<file path="src/rtl/splitter_n.sv">
// splitter_n: registered 1-to-N demultiplexer with a valid/ready handshake.
// Each accepted beat is steered by `selector` into one of CHANNELS
// single-entry output registers, and each register drains independently.
// Channels holding no beat drive IDLE_VALUE.
// Optional feature macro: SPLITTER_DROP_CNT_EN adds a saturating 16-bit
// `drop_count` output that counts beats dropped for an out-of-range selector.
module splitter_n #(
    parameter int                   BIT_WIDTH  = 8,
    parameter int                   CHANNELS   = 4,
    parameter int                   SEL_WIDTH  = 2,
    parameter logic [BIT_WIDTH-1:0] IDLE_VALUE = {BIT_WIDTH{1'b1}}
) (
    input  logic                          clk,
    input  logic                          rst_n,
    input  logic [BIT_WIDTH-1:0]          in,
    input  logic                          in_valid,
    output logic                          in_ready,
    input  logic [SEL_WIDTH-1:0]          selector,
    input  logic                          enable,
    output logic [CHANNELS*BIT_WIDTH-1:0] out_data,
    output logic [CHANNELS-1:0]           out_valid,
    input  logic [CHANNELS-1:0]           out_ready,
`ifdef SPLITTER_DROP_CNT_EN
    output logic [15:0]                   drop_count,
`endif
    output logic                          sel_err
);

    logic [BIT_WIDTH-1:0] data_q [CHANNELS];
    logic [BIT_WIDTH-1:0] data_d [CHANNELS];
    logic [CHANNELS-1:0]  valid_q;
    logic [CHANNELS-1:0]  valid_d;
    logic                 sel_err_q;
    logic                 sel_err_d;

    logic                 selInRange;
    logic                 selFree;
    logic [CHANNELS-1:0]  chanFree;
    logic [CHANNELS-1:0]  loadVec;
    logic                 accept;

    // A channel is free when empty or draining this cycle, so a full channel
    // can be refilled back-to-back; out-of-range beats are always taken and dropped.
    always_comb begin
        chanFree   = ~valid_q | out_ready;
        selInRange = (int'(selector) < CHANNELS);
        selFree    = 1'b0;
        for (int k = 0; k < CHANNELS; k++) begin
            if (int'(selector) == k) begin
                selFree = chanFree[k];
            end
        end
        in_ready = enable && (selInRange ? selFree : 1'b1);
        accept   = in_valid && in_ready;
    end

    // Next state per channel: a load beats a drain, a stalled beat holds,
    // and a drained or empty channel returns to the idle value.
    always_comb begin
        loadVec   = '0;
        valid_d   = '0;
        sel_err_d = accept && !selInRange;
        for (int k = 0; k < CHANNELS; k++) begin
            loadVec[k] = accept && selInRange && (int'(selector) == k);
            valid_d[k] = loadVec[k] || (valid_q[k] && !out_ready[k]);
            if (loadVec[k]) begin
                data_d[k] = in;
            end else if (valid_q[k] && !out_ready[k]) begin
                data_d[k] = data_q[k];
            end else begin
                data_d[k] = IDLE_VALUE;
            end
        end
    end

    // Channel registers and the one-cycle selector error pulse; reset drops every held beat.
    always_ff @(posedge clk or negedge rst_n) begin
        if (!rst_n) begin
            valid_q   <= '0;
            sel_err_q <= 1'b0;
            for (int k = 0; k < CHANNELS; k++) begin
                data_q[k] <= IDLE_VALUE;
            end
        end else begin
            valid_q   <= valid_d;
            sel_err_q <= sel_err_d;
            for (int k = 0; k < CHANNELS; k++) begin
                data_q[k] <= data_d[k];
            end
        end
    end

    // Pack the channel registers onto the flat output bus.
    always_comb begin
        out_data = '0;
        for (int k = 0; k < CHANNELS; k++) begin
            out_data[k*BIT_WIDTH +: BIT_WIDTH] = data_q[k];
        end
    end

    assign out_valid = valid_q;
    assign sel_err   = sel_err_q;

`ifdef SPLITTER_DROP_CNT_EN
    logic [15:0] drop_count_q;

    // Count dropped out-of-range beats, holding at the maximum instead of wrapping.
    always_ff @(posedge clk or negedge rst_n) begin
        if (!rst_n) begin
            drop_count_q <= 16'h0000;
        end else if (sel_err_d && (drop_count_q != 16'hFFFF)) begin
            drop_count_q <= drop_count_q + 16'h0001;
        end
    end

    assign drop_count = drop_count_q;
`endif

endmodule

</file>
<file path="config.mk">
export PLATFORM = sky130hd
export DESIGN_NAME = splitter_n
export DESIGN_NICKNAME = d
export VERILOG_FILES = /design/src/rtl/splitter_n.sv
export SDC_FILE = /design/constraint.sdc
export NUM_CORES = 1
export LEC_CHECK = 0
export CAP_MARGIN = 30
export CORE_ASPECT_RATIO = 0.7
export CORE_UTILIZATION = 45
export CTS_BUF_LIST = sky130_fd_sc_hd__clkbuf_8
export DETAILED_ROUTE_END_ITERATION = 8
export GPL_ROUTABILITY_DRIVEN = 0
export GPL_TIMING_DRIVEN = 0
export PLACE_DENSITY = 0.92
export SKIP_LAST_GASP = 1
export SLEW_MARGIN = 0
export SYNTH_ARGS = -nofsm -noshare
export SYNTH_HDL_FRONTEND = slang
export SYNTH_SLANG_ARGS = --single-unit
</file>
<file path="constraint.sdc">
create_clock -name clk -period 1.09 [get_ports clk]
set_input_delay 0.1635 -clock clk [delete_from_list [all_inputs] [get_ports clk]]
set_output_delay 0.1635 -clock clk [all_outputs]
set_load 0.01 [all_outputs]
</file>
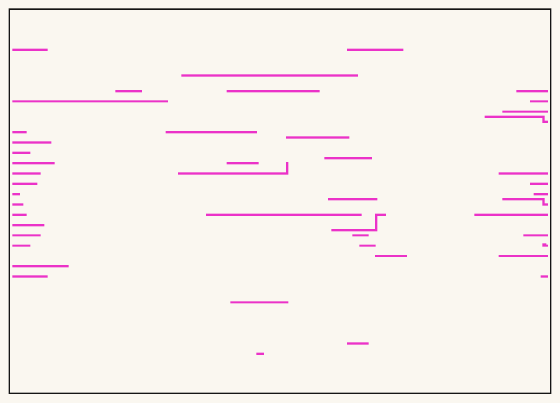
*Metal 3*
The layer carries 270 um of wire. The layer holds 5.7% of the routed length. The wires run mostly horizontal.
Routed Wire Length: 4773 um
via count: 1,353

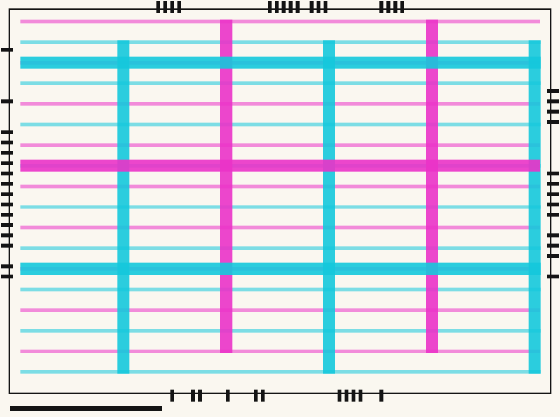
*Supply network*
Scale bar: 20 um. Pins as bars on the die edge.
VDD: in magenta. VSS: in cyan.
18 met1 rails follow the rows. 56 signal pins sit on the boundary. 3 straps on met5. The core has 17 rows.
die y size: 50.47 um
VDD IR max: 913.7 uV
horizontal die dimension: 71.24 um
core region area: 3169 um2

## logic make-up after synthesis
family,after synthesis,synth area share [%]
AND/OR/NAND/NOR,45,14.33
multiplexers,1,0.6628
flip-flops,36,62.30
other,1,0.2483
buffers and inverters,12,4.805
AND-OR/OR-AND,38,17.65
## synthesized netlist by cell type
library cell | n | area, um2
a21oi_1 | 17 | 85.08
a21oi_2 | 8 | 70.07
and4_1 | 1 | 8.760
and4b_1 | 2 | 20.02
buf_2 | 7 | 35.03
buf_4 | 1 | 7.510
buf_6 | 2 | 22.52
conb_1 | 1 | 3.750
dfrtp_1 | 4 | 100.1
dfstp_2 | 32 | 840.8
inv_1 | 1 | 3.750
inv_2 | 1 | 3.750
mux2i_1 | 1 | 10.01
nand2_1 | 2 | 7.510
nand2b_1 | 4 | 25.02
nand2b_4 | 1 | 13.76
nand3_1 | 1 | 5.000
nand3_2 | 1 | 10.01
nor2_1 | 32 | 120.1
nor2_2 | 1 | 6.260
o21ai_0 | 2 | 10.01
o21ai_1 | 1 | 5.000
o221ai_1 | 1 | 8.760
o31ai_1 | 1 | 7.510
o32a_1 | 8 | 80.08
## path summary, 6_finish.rpt
kind	to	cells past startpoint	from	slack [ns]
setup / recovery	in_ready	5	out_valid[3]$_DFF_PN0_	-0.44
hold / removal	out_valid[0]$_DFF_PN0_	2	selector[0]	0.11
setup reg to reg	out_data[7]$_DFFE_PN1P_	4	out_valid[0]$_DFF_PN0_	-0.09
hold reg to reg	out_data[23]$_DFFE_PN1P_	2	out_data[23]$_DFFE_PN1P_	0.52
max in group asynchronous	out_data[1]$_DFFE_PN1P_	2	rst_n	0.14
min in group asynchronous	out_valid[3]$_DFF_PN0_	1	rst_n	0.31
## layer usage
metal	vias to the layer above	global-route usage [%]	routed length, um	share of wire (%)
met5	-	0	0	0
met4	0	7.333	75	1.6
met3	9	5.823	270	5.7
met2	57	42.06	2507	53
met1	667	33.42	1919	40
li1	620	-	-	-
## registers in the layout (all words and copies together), names as in the netlist
signal / flops
out_data: 32
out_valid: 4
## repair_timing
action,4_1_cts,5_1_grt
buffers inserted,14,8
endpoints found under the setup margin,67,68
hold buffers,0,0
gates resized,188,30
cloned,0,0
pin swaps,1,0
## cell usage in the layout (no fill, tap or decap), types with 3 or more instances in the layout
cell and count:
buf_6 41, dfstp_2 32, buf_4 23, nor2_1 23, a21oi_2 15, clkdlybuf4s50_1 14
a21oi_1 10, nor2_4 8, o32a_1 8, clkbuf_8 5, dfrtp_1 4, nand2b_1 3
## through the flow
step	worst slack, ns	area, um2	total power [uW]	hold slack, ns	util, %
after floorplan	0.0006091	1524	1552	-0.1321	-
after global placement	-0.7668	2102	1726	0.4101	66.32
after detailed placement	-0.8071	2130	1751	0.4070	67.19
after CTS	-0.3154	2412	2934	0.1037	76.12
after global routing	-0.4629	2559	3083	0.1271	80.73
final	-0.4356	2559	2984	0.1141	80.73
## power groups by stage
stage	clock [uW]	combinational [uW]	sequential, uW
after floorplan	0	114	1440
after global placement	0	304	1420
after detailed placement	0	327	1420
after CTS	1170	356	1410
after global routing	1230	439	1410
final	1160	415	1410
==> GITHUB_STEP_SUMMARY <==
### Metrics collected by this job

| Metric | Value |
|---|---|
| Via count of the first global-routing pass | `around 1,300` |
| Int Power | `between 2000 and 2500 uW` |
| RSZ-0062 raised after global routing | `true` |
| Slew Viols, Final | `0` |
| Type of element capturing the critical path | `primary output` |
| I/O pin count | `56` |
| Dominant delay contributor by cell family on the critical path | `flip-flops` |
| Post-route worst setup slack | `-0.4356 ns` |
| Time the final worst path needs with I/O delays and setup | `1.526 ns` |
| Post-synth seq share | `62.30%` |
| Maximum number of buffers from clock root to sink | `2` |
| Power density normalized to cell area | `1166 nW/um2` |
| Clock power share | `38.8%` |
| Relative contribution of sequential cells to total power | `47.3%` |
| CTS tree | `yes` |
| Starting utilization of the core area | `between 40% and 50%` |
| Clock-pin slew on the worst setup and hold paths | `approximately 0.070 ns` |
| Achievable Freq | `roughly 660 MHz` |
| Max-cap viol count | `0` |
| Delay of the slowest cell on the worst path | `between 0.4 and 0.5 ns` |
| Relative slew margins | `51.02%` |
| Latest clock arrival within the worst-skew pair | `0.29 ns` |
| Biggest area consumer among cell classes | `flip-flops and latches` |
| Reported net switching power | `approximately 720 uW` |
| Final hold vios | `0` |
| Number of instances in the synthesized netlist | `about 130` |
| Total standard cell area after synthesis | `approximately 1500 um2` |
| Num tapcells | `38` |
| WL/cell | `18.87 um` |
| Clock Network Area Fraction | `4.205%` |
| Ratio of cells with drive above 1 in the final layout | `63.72%` |
| Aggregate negative setup slack | `-1.691 ns` |
| DPL Wire Length | `roughly 2700 um` |
| Violations in the final reports | `DRC, setup timing` |
| Critical path peak fanout | `2` |
| Number of synthesis warnings | `0` |
| Hold/Removal Path Class | `primary input to register` |
| Number of multi-input combinational cells in the layout | `85` |
| Synthesized Nets | `151` |
| Length of the first detailed-routing pass in iterations | `6` |
| Run status | `finished, violations left` |
| Flop Count | `36` |
| Data arrival time of the critical path | `around 1.4 ns` |
| First-pass GRT wire length | `6561 um` |
| Final-layout non-clock buffer area share | `about a third` |
| Max Clock Skew | `0.009976 ns` |
| Number of fill cells in the layout | `172` |
| Inverter count | `2` |
| Net switching share of the total power | `24.23%` |
| Number of antenna repair diodes | `0` |
| Startpoint class of the critical path | `register` |
| Number of different library cells in the post-synthesis netlist | `25` |
| Non-clock buffer count in the final layout | `84` |
| Seq/total area | `around 37%` |
| Via density per instance | `5.348` |
| Post-route ant nets | `0` |
| I/O Buffers | `53` |
| Transition at the pin with the smallest max-transition slack | `0.7324 ns` |
| Number of nets in the layout | `232` |
| Placed Cells | `225` |
| Power share of the combinational group | `~14%` |
| Multi-input combinational cell area | `~610 um2` |
| 1st-iter DRT viols | `~81` |
| Yosys stat area | `~1500 um2` |
| Final count of negative-setup-slack endpoints | `a little under 50` |
| P&R area growth vs syn | `69.43%` |
| Worst path buffer plus inverter count | `2` |
| Pin count of the biggest net entering global routing | `25` |
| Total gr overflow | `0` |
| Register area | `940.9 um2` |
| Mean instance size in the synthesized netlist | `between 10 and 15 um2` |
| List of cells traversed by the critical path | `nand2b_1 -> buf_6 -> o221ai_4 -> a21oi_2 -> buf_2` |
| Pleak | `0.001031 uW` |
| Combinational fraction of the cell area | `23.91%` |
| Number of clock sinks | `36` |
| Required arrival time at the worst endpoint | `0.93 ns` |
| Number of buffers created by CTS | `5` |
| Number of remaining DRC errors | `3` |
| CLK BUF | `5` |
| Placement Rows | `17` |
| Yosys cell count | `133` |
| Aggregate global-route resource usage | `roughly 25%` |
| H-tree depth | `2` |
| Die area | `3595 um2` |
| Synthesized registers | `36` |
| Cell at the root of the clock tree | `clkbuf_8` |
| Post-layout period usage of the worst path | `140.0%` |
| Master of the slowest instance on the critical path | `dfrtp_1` |
| Number of OpenROAD warnings | `28` |
| Fin cells | `253` |
| Initial antenna violation count | `0` |
| Category of the critical setup timing path | `register to primary output` |
Power and IR drop assume default switching activity.
